The clock network:
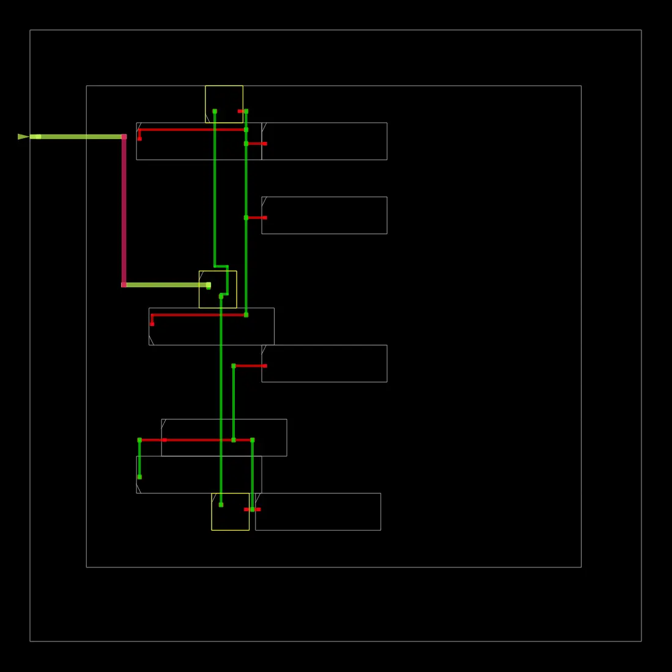
Clock network drawn from the DEF:
(12 px per µm)
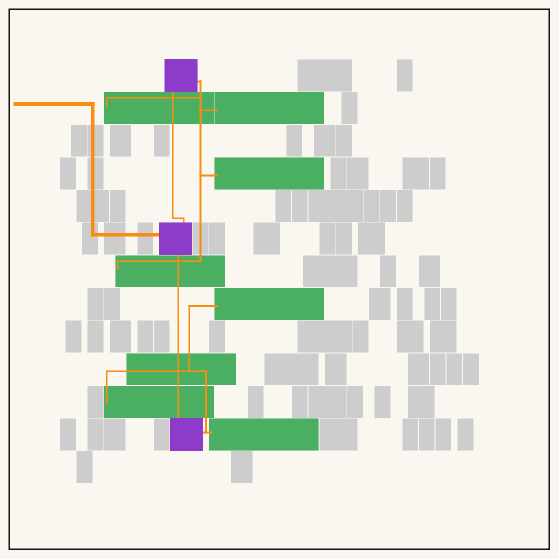
Port wiring:
(8 px per µm)
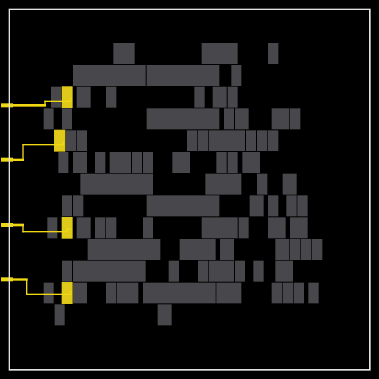
Signal wires on met2:
(12 px per µm) Cells faint in the background.
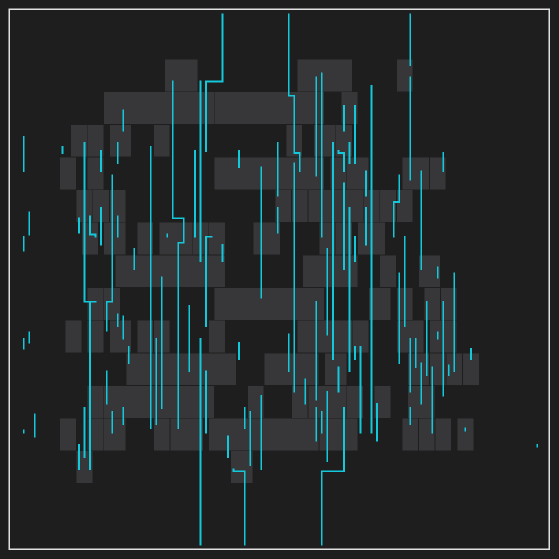
Cells coloured by class:
(8 px per µm) Fill, decap, tap and diode cells in grey.
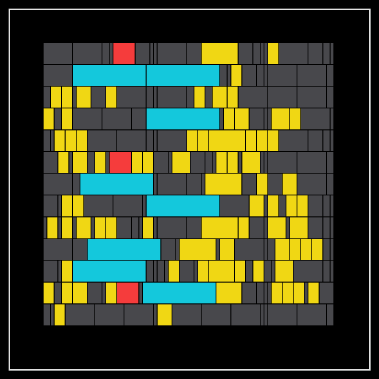
==> config.mk <==
export PLATFORM = sky130hd
export DESIGN_NAME = timer_arbiter_flat
export DESIGN_NICKNAME = d
export VERILOG_FILES = /design/src/rtl/timer_arbiter_if.sv /design/src/rtl/timer_arbiter.sv /design/src/flat_wrapper.sv
export SDC_FILE = /design/constraint.sdc
export NUM_CORES = 1
export LEC_CHECK = 0
export ABC_AREA = 1
export CAP_MARGIN = 0
export CELL_PAD_IN_SITES_DETAIL_PLACEMENT = 0
export CELL_PAD_IN_SITES_GLOBAL_PLACEMENT = 1
export CORE_MARGIN = 4
export CORE_UTILIZATION = 42
export DETAILED_ROUTE_END_ITERATION = 6
export DONT_BUFFER_PORTS = 1
export PLACE_DENSITY_LB_ADDON = 0.08
export SLEW_MARGIN = 20
export SYNTH_ARGS = -nofsm -noshare
export SYNTH_HDL_FRONTEND = slang
export SYNTH_SLANG_ARGS = --single-unit
==> constraint.sdc <==
create_clock -name clk -period 3.9 [get_ports clk]
set_input_delay 1.17 -clock clk [delete_from_list [all_inputs] [get_ports clk]]
set_output_delay 1.17 -clock clk [all_outputs]
set_load 0.005 [all_outputs]
==> job_summary.md <==
## Implementation flow summary

| Metric | Value |
|---|---|
| Vias in the first global route | 455 |
| Fillers | 145 |
| Synth Seq Share | 0.3501 |
| Worst hold path class | flop to flop |
| Max-cap violation count | 0 |
| Iteration-0 DRC Markers | 12 |
| Area leader, netlist | dfrtp_1 |
| Post-CTS sizing | 0 |
| OpenROAD warning count | 30 |
| Clock buffer depth | 2 |
| Cells in synth_stat.txt | 85 |
| Post-route setup TNS | 0 ns |
| Top cells by area | dfrtp_1, nand2_1, ha_1 |
| GP Congestion | 0.8389 |
| Outcome | finished clean |
| Min cycle time layout | 2.769 ns |
| Post-synth EDFFs | 0 |
| Initial antenna violation count | 0 |
| Synth top area share | 0.3501 |
| Routed Antenna Nets | 0 |
| Relative slew margins | 0.7669 |
| Logic area | 315.3 µm² |
| Fp_density | 0.4450 |
| Synthesized instance count | 85 |
| Gr ovfl total | 0 |
| CTS root buf | clkbuf_4 |
| Share of cells above drive strength 1 | 0.1705 |
| Worst VDD drop | 0.0003231 V |
| Core Area | 0.001285 mm² |
| Peak Freq | 0.3612 GHz |
| Dpl hpwl | 989.3 µm |
| CTS clock-pin slew for the worst setup and hold paths | 0.05 ns |
| Fraction of registers with async set/reset | 1.000 |
| Largest net degree at the start of global routing | 10 |
| CP max FO | 3 |
| Sw Share | 0.4578 |
| Wirelength per Cell | 11.03 µm |
| Internal | 231.1 µW |
| Yosys Chip Area | 571.8 µm² |
| P_leak | 0.0003503 µW |
| Final Max Slew Viols | 0 |
| Post-synth cell types | 15 |
| CTS tree | done |
| Synthesized cell area | 571.8 µm² |
| Reg2reg setup slack | 2.46 ns |
| Reg area | 200.2 µm² |
| Die X-Extent | 44.90 µm |
| Die height | 44.90 µm |
| Crit path DRT | 2.73 ns |
| Vias per std cell | 4.835 |
| Overall routing resource usage | 0.1306 |
| Part of the power in registers | 0.388 |
| RSZ-0062 raised after global routing | no |
| H-tree Lvls | 1 |
| Layout area overhead | 7.221% |
| Main flop type | dfrtp_1 |
| Max reg flops | 4 |
| Worst-Margin Slew | 0.3496 ns |
| R2R depth | 7 |
| Worst Path Arrival | 1.60 ns |
| Worst setup EP type | output pin |
| Critical path class | primary input to output pin |
| Ys flops | 8 |
| First-pass GRT wire length | 1828 µm |
| Logic pwr share | 0.469 |
| Layout Nets | 108 |
| Hold Buf Count CTS | 0 |
| Final hold viol count | 0 |
| NetSw | 195.1 µW |
| # diodes | 0 |
| DRT Pass-1 Iters | 3 |
| Most frequent cells after synthesis | nand2_1, nor2_1, inv_1 |
| Crit path launch type | primary input |
| Syn_area_per_cell | 6.727 µm² |
| Yosys top cell by instances | nand2_1 |
| Die area | 0.002016 mm² |
| Tcrit/Tclk final | 0.7099 |
| # DRC | 0 |
| Floorplan net count | 103 |
| Pwr per Cell Area | 695.2 mW/mm² |
| Hold path depth | 2 |
| Final setup violation count | 0 |
| Setup bufs post-CTS | 0 |
| Yosys warns | 0 |
Notes on 'the clock network' above:
clk_lat worst skew: 0.25 ns
clock sink total: 8
seq_cells: 8
clock buffer count from CTS: 3
Setup Skew: 0.005485 ns

Notes on 'clock network drawn from the DEF' above:
[clock wires] orange | length: 113 µm
[flip-flops] green | count: 8
[cells driving clock nets] purple | count: 3
routed clock nets	4
Clk pwr share: 0.143
Clk. pwr: 61.0 µW

Notes on 'port wiring' above:
port	colour	bits	direction	edge	end cells	buffers	wire
bus_len_b	yellow	4	input	west	4	0	34.1 µm
Ports: 24
port buffer count: 0

Notes on 'signal wires on met2' above:
wire length on this layer	551 µm
main direction	vertical
nets with wire on the layer	77
longest straight run	28.9 µm
vias: 498
DRT Wirelength: 1136 µm

Notes on 'cells coloured by class' above:
class	colour	cells	share of their area
cells driving clock nets	red	3	3.8%
all other logic	yellow	77	63%
flops	cyan	8	34%
Util after Layout: 0.4771
row cnt: 13

## cells in the final DEF (no fill, tap or decap), drive strengths merged
cell type  Yosys  layout
or2            1       1
o21ai          7       7
clkbuf         0       3
nor2          13      13
nand3          4       4
ha             5       5
dfrtp          8       8
a21oi          2       2
nand2         30      30
inv           15      15
## logic make-up (layout without fill, tap and decap cells)
logic type | after synthesis | count (layout) | share of synthesized area
flip-flops | 8 | 8 | 0.3501
AND-OR/OR-AND | 9 | 9 | 0.09189
AND/OR/NAND/NOR | 48 | 48 | 0.3501
buffers and inverters | 15 | 18 | 0.09846
adder cells (fa/ha/maj) | 5 | 5 | 0.1094
## power by group through the flow
stage               Clock (µW)  Sequential (µW)  Combinational (µW)
floorplan                    0              157                 168
global placement             0              167                 203
detailed placement           0              168                 205
CTS                       64.9              166                 205
global route              68.4              172                 234
finish                    61.0              165                 200
## critical path, cell delays in order
cell and delay (ns):
nand2_1 0.07, nand3_1 0.13, o21ai_0 0.23
## stage by stage
stage                     instance area [µm²]  worst slack [ns]  std cells  power, µW  hold WS, ns
final                                   613.1             1.131        103      426.2       0.5366
after global routing                    613.1             1.080        103      473.9       0.5621
after CTS                               613.1             1.125        103      436.8       0.5479
after detailed placement                590.6             1.124        100      372.3       0.5352
after global placement                  590.6             1.139        100      370.3       0.5297
after floorplan                         571.8             1.194         85      324.9       0.4962
## final cells by class
class                   instances  share of cell area
flip-flops and latches          8              0.3265
well taps                      15             0.03061
clock buffers                   3             0.03673
multi-input cells              62              0.5143
inverters                      15             0.09184
## metal layers
metal,track usage,part of all wire,wire [µm]
met1,0.1634,0.43,489
met2,0.1948,0.48,550
met3,0.02390,0.075,85
met4,0.1053,0.0088,10
met5,0,0,0
Power is estimated from default activity; no workload was simulated.
